**src/rtl/truth_table_sweeper.sv**
```systemverilog
// ----------------------------------------------------------------------------
// truth_table_sweeper
//   Exhaustive-stimulus engine for 1-bit combinational checks. It walks all
//   2**N_IN input codes, holds each code for SETTLE_CYC cycles, and then
//   samples dut_out. It builds the observed truth table and counts the codes
//   that differ from a copy of the expected table taken at start.
//
// Build option
//   SWEEP_GRAY_EN : visit the codes in Gray order (idx ^ idx>>1). Only one
//                   input bit changes between vectors, which exposes hazards.
//                   When undefined, the codes are visited in binary ascending
//                   order. Results are indexed by code, so a static DUT gives
//                   identical results in both modes.
//
// Ports
//   clk, rst_n      clock (rising edge), asynchronous active-low reset
//   start, abort    begin sweep (accepted in IDLE only) / cancel sweep
//   expected[DEPTH] expected table, bit i = output for code i
//   dut_out         DUT output under test
//   stim[N_IN]      code driven to the DUT (0 whenever stim_valid=0)
//   stim_valid      stim is meaningful (SETTLE/SAMPLE)
//   busy            sweep in progress (SETTLE/SAMPLE)
//   done            one-cycle pulse when a sweep completes
//   captured        observed table, bit i = dut_out for code i
//   mism_cnt        number of codes where captured != expected
//   pass            last completed sweep had mism_cnt == 0
// ----------------------------------------------------------------------------
module truth_table_sweeper #(
    parameter  int N_IN       = 3,
    parameter  int SETTLE_CYC = 1,
    localparam int DEPTH      = 1 << N_IN,
    localparam int MW         = $clog2(DEPTH + 1),
    localparam int CW         = (SETTLE_CYC > 1) ? $clog2(SETTLE_CYC) : 1
) (
    input  logic             clk,
    input  logic             rst_n,
    input  logic             start,
    input  logic             abort,
    input  logic [DEPTH-1:0] expected,
    input  logic             dut_out,
    output logic [N_IN-1:0]  stim,
    output logic             stim_valid,
    output logic             busy,
    output logic             done,
    output logic [DEPTH-1:0] captured,
    output logic [MW-1:0]    mism_cnt,
    output logic             pass
);

    typedef enum logic [1:0] {S_IDLE, S_SETTLE, S_SAMPLE, S_DONE} state_t;

    state_t           r_state;
    logic [DEPTH-1:0] r_exp;
    logic [N_IN-1:0]  r_idx;
    logic [CW-1:0]    r_cnt;
    logic [N_IN-1:0]  r_stim;
    logic             r_busy;
    logic             r_done;
    logic [DEPTH-1:0] r_cap;
    logic [MW-1:0]    r_mism;
    logic             r_pass;

    logic [N_IN-1:0]  w_code;
    logic [N_IN-1:0]  w_code_nxt;
    logic             w_last;

    function automatic logic [N_IN-1:0] code_of(input logic [N_IN-1:0] i);
`ifdef SWEEP_GRAY_EN
        return i ^ (i >> 1);
`else
        return i;
`endif
    endfunction

    assign w_code     = code_of(r_idx);
    assign w_code_nxt = code_of(r_idx + 1'b1);
    assign w_last     = (r_idx == N_IN'(DEPTH - 1));

    always_ff @(posedge clk or negedge rst_n) begin
        if (!rst_n) begin
            r_state <= S_IDLE;
            r_exp   <= '0;
            r_idx   <= '0;
            r_cnt   <= '0;
            r_stim  <= '0;
            r_busy  <= 1'b0;
            r_done  <= 1'b0;
            r_cap   <= '0;
            r_mism  <= '0;
            r_pass  <= 1'b0;
        end else begin
            r_done <= 1'b0;
            case (r_state)
                S_IDLE: begin
                    // abort wins over a simultaneous start
                    if (start && !abort) begin
                        r_exp   <= expected;
                        r_idx   <= '0;
                        r_stim  <= code_of('0);
                        r_cnt   <= CW'(SETTLE_CYC - 1);
                        r_cap   <= '0;
                        r_mism  <= '0;
                        r_pass  <= 1'b0;
                        r_busy  <= 1'b1;
                        r_state <= S_SETTLE;
                    end
                end
                S_SETTLE: begin
                    if (abort) begin
                        r_stim  <= '0;
                        r_busy  <= 1'b0;
                        r_pass  <= 1'b0;
                        r_state <= S_IDLE;
                    end else if (r_cnt == '0) begin
                        r_state <= S_SAMPLE;
                    end else begin
                        r_cnt <= r_cnt - 1'b1;
                    end
                end
                S_SAMPLE: begin
                    // An abort skips this cycle's sample. The partial table is kept.
                    if (abort) begin
                        r_stim  <= '0;
                        r_busy  <= 1'b0;
                        r_pass  <= 1'b0;
                        r_state <= S_IDLE;
                    end else begin
                        r_cap[w_code] <= dut_out;
                        if (dut_out != r_exp[w_code])
                            r_mism <= r_mism + 1'b1;
                        if (w_last) begin
                            r_stim  <= '0;
                            r_busy  <= 1'b0;
                            r_state <= S_DONE;
                        end else begin
                            r_idx   <= r_idx + 1'b1;
                            r_stim  <= w_code_nxt;
                            r_cnt   <= CW'(SETTLE_CYC - 1);
                            r_state <= S_SETTLE;
                        end
                    end
                end
                S_DONE: begin
                    // r_mism already holds the final count here
                    r_done  <= 1'b1;
                    r_pass  <= (r_mism == '0);
                    r_state <= S_IDLE;
                end
                default: r_state <= S_IDLE;
            endcase
        end
    end

    assign stim       = r_stim;
    assign stim_valid = r_busy;
    assign busy       = r_busy;
    assign done       = r_done;
    assign captured   = r_cap;
    assign mism_cnt   = r_mism;
    assign pass       = r_pass;

endmodule

```
**config.mk**
```make
export PLATFORM = sky130hd
export DESIGN_NAME = truth_table_sweeper
export DESIGN_NICKNAME = d
export VERILOG_FILES = /design/src/rtl/truth_table_sweeper.sv
export SDC_FILE = /design/constraint.sdc
export NUM_CORES = 1
export LEC_CHECK = 0
export CORE_AREA = 2 2 63 65
export DETAILED_ROUTE_END_ITERATION = 12
export DIE_AREA = 0 0 65 67
export GPL_TIMING_DRIVEN = 0
export PLACE_DENSITY = 0.83
export SYNTH_ARGS = -nofsm -noshare
export SYNTH_HDL_FRONTEND = slang
export SYNTH_SLANG_ARGS = --single-unit
```
**constraint.sdc**
```tcl
create_clock -name clk -period 2.09 [get_ports clk]
set_input_delay 0.418 -clock clk [delete_from_list [all_inputs] [get_ports clk]]
set_output_delay 0.418 -clock clk [all_outputs]
set_load 0.05 [all_outputs]
```
**Congestion heat map**

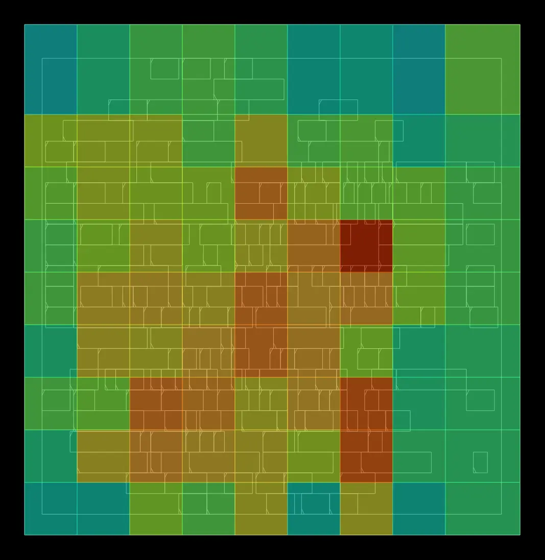
met2 Use GR: 26.2%
GRT Util Overall: 18.0%
busiest layer in global routing: met2
M3 GR Usage: 6.59%

**Metal 2**

Scale bar: 20 um. Cells faint in the background.
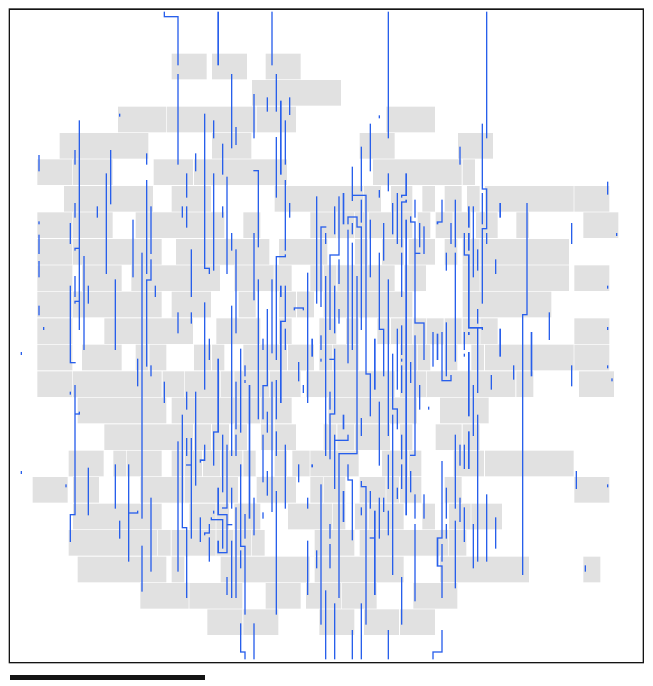
wire length on this layer = 1490 um
longest straight run = 30.3 um
main direction = vertical
nets with wire on the layer = 175
share of all routed wire = 46%
vias post-DR: 1314
drt total wl: 3230 um

**Metal 3**

Scale bar: 20 um. Cells faint in the background.
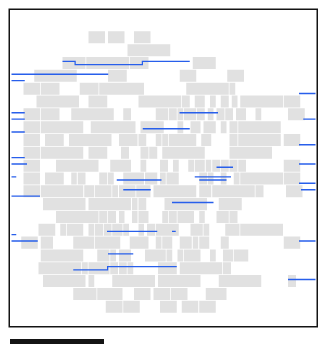
longest straight run = 20.2 um
wire length on this layer = 198 um
main direction = horizontal
nets with wire on the layer = 28
share of all routed wire = 6.1%

**Placement density heat map**

6 x 7 tiles, from white (low) to dark blue (high), 0 to 100% covered.
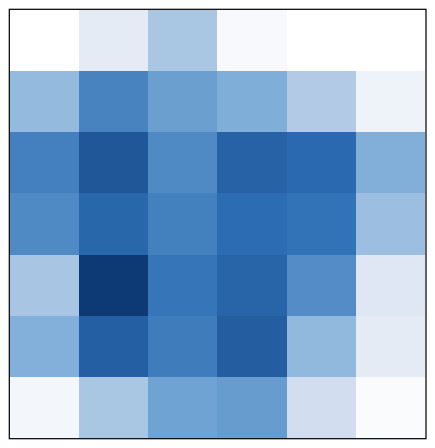
tiles over 75% full = 21%
mean over tiles = 47%
emptiest ninth of the die = upper right
fullest tile = 97%
fp util: 45.6%
Core Area: 3610 um2

==> run_results.csv <==
group,metric,value,unit
outcome,status,"finished clean",
clock_tree,cts_resized,2,
place,gp_congestion,0.808,
clock_tree,h-tree-depth,2,
global_route,antenna_found_initial,0,
clock_tree,tritoncts,"yes",
synthesis,netlist_area,1650,um2
routing,wl_met1,1480,um
run,drv_cap,0,
worst_setup_path,crit_chain,"buf_6, mux4_1, mux2i_2, xnor2_2, a21oi_1, a211o_1",
routing,met2_length,1490,um
final_timing,slew_viol_final,0,
final_timing,max_freq,497,MHz
synthesis,yosys_cells,162,
final_timing,rsz0062_at_grt,"yes",
worst_setup_path,slowest_delay,0.57,ns
clock_tree,clock-root-buffer,"clkbuf_8",
routing,viasPerCell,5.36,
worst_setup_path,rrSetupSlack,0.08,ns
synthesis,netlist_top_cells_count,"31 x dfrtp_1, 16 x o21ai_1, 12 x nand2_1, 12 x nor2_1, 10 x mux2_1",
final_layout,final_cells,245,
clock_tree,cts-hold-fix-buffers,0,
global_route,gr-total-overflow,0,
synthesis,synth-async-reset-ratio,100,%
final_timing,finalCritPeriodShare,96.3,%
worst_setup_path,crit_path_max_fanout,7,
clock_tree,numCtsBuffers,5,
power,total_power,2.47,mW
final_timing,setup_viol,0,
global_route,grt_max_degree,32,
routing,drt_iter0_drc,82,
place,placed_area,2020,um2
final_timing,hold_viol,0,
global_route,grt_pass1_vias,1158,
hold_path,hold_path_class,"primary input to async pin",
place,pre_cts_slack,-0.218,ns
final_layout,nFillCells,299,
floorplanning,pin_count,32,
worst_setup_path,arrival,2.19,ns
synthesis,ys.flops,31,
synthesis,avgSynthCellArea,10.2,um2
clock_tree,cts_buffer_depth,2,
worst_setup_path,crit_buf_inv,1,
worst_setup_path,start_kind,"flip-flop",
place,portBuffers,31,
final_layout,diodes,0,
power,ir_drop,753,uV
routing,wl_per_cell,13.2,um
floorplanning,die_area,4360,um2
-- where the power goes --
| part | internal, mW | switching [mW] | total (mW) | leakage [nW] |
|---|---|---|---|---|
| Clock | 0.221 | 0.200 | 0.421 | 0.0371 |
| Combinational | 0.492 | 0.687 | 1.18 | 0.474 |
| Sequential | 0.762 | 0.109 | 0.871 | 0.408 |
| Total | 1.47 | 0.996 | 2.47 | 0.920 |
-- cell families (layout without fill, tap and decap cells) --
| family | after synthesis | in the layout | share of synthesized area (%) |
|---|---|---|---|
| adders and majority gates | 8 | 8 | 6.08 |
| AOI/OAI and AO/OA | 42 | 42 | 15.9 |
| xor gates and xnor gates | 1 | 1 | 0.532 |
| muxes | 15 | 15 | 11.9 |
| DFF | 31 | 31 | 47.1 |
| and+or+nand+nor | 43 | 43 | 12.7 |
| buffers and inverters | 22 | 57 | 5.78 |
-- sequential cells by signal, summed over array words and instances (netlist names) --
| register | flops |
|---|---|
| r_state | 2 |
| captured | 8 |
| busy | 1 |
| mism_cnt | 4 |
| stim | 3 |
| pass | 1 |
| r_idx | 3 |
| done | 1 |
| r_exp | 8 |
-- metal layers --
metal,up-vias,track usage [%]
li1,651,-
met5,-,0
met1,614,23.2
met2,44,26.2
met4,0,10.1
met3,5,6.59
-- stage by stage --
step | setup TNS [ns] | hold slack, ns | utilization, %
after global routing | -0.0361 | 0.217 | 58.6
final | 0 | 0.166 | 58.6
after CTS | 0 | 0.490 | 58.0
after floorplan | 0 | 0.122 | -
after detailed placement | -2.56 | 0.478 | 55.9
after global placement | -1.78 | 0.466 | 55.9
-- layout by cell type (no fill, tap or decap), types with 2 or more instances in the layout --
master,count
nor2b_1,2
mux4_1,2
nor3_1,5
nand3b_1,2
o31ai_1,3
o21ai_1,16
o21ai_0,2
clkbuf_8,5
ha_1,6
a22o_1,2
clkbuf_1,5
inv_2,2
dfrtp_1,31
nand3_1,2
inv_1,8
nand2_1,12
mux2i_1,2
and3_1,2
nor2_1,12
clkdlybuf4s50_1,30
a21oi_1,7
nand2b_1,2
buf_2,3
mux2_1,10
o22ai_1,2
a22oi_1,2
a41o_1,2
-- final cells by class --
| type | count | area [um2] | area share [%] |
|---|---|---|---|
| timing repair buffer | 31 | 305 | 14.4 |
| inverter | 11 | 41.3 | 1.95 |
| clock buffer | 6 | 72.6 | 3.43 |
| buffer | 9 | 51.3 | 2.43 |
| multi-input combinational | 109 | 807 | 38.2 |
| tap | 48 | 60.1 | 2.84 |
| sequential | 31 | 776 | 36.7 |
-- path summary, 6_finish.rpt --
kind	cells after the start	start	end
min	1	rst_n	mism_cnt[2]$_DFFE_PN0P_
min reg2reg	1	r_exp[7]$_DFFE_PN0P_	r_exp[7]$_DFFE_PN0P_
min in group clk	1	r_exp[7]$_DFFE_PN0P_	r_exp[7]$_DFFE_PN0P_
max	6	r_idx[0]$_DFFE_PN0P_	mism_cnt[2]$_DFFE_PN0P_
max reg2reg	6	r_idx[0]$_DFFE_PN0P_	mism_cnt[2]$_DFFE_PN0P_
max in group asynchronous	1	rst_n	r_exp[7]$_DFFE_PN0P_
Power and IR drop assume default switching activity.
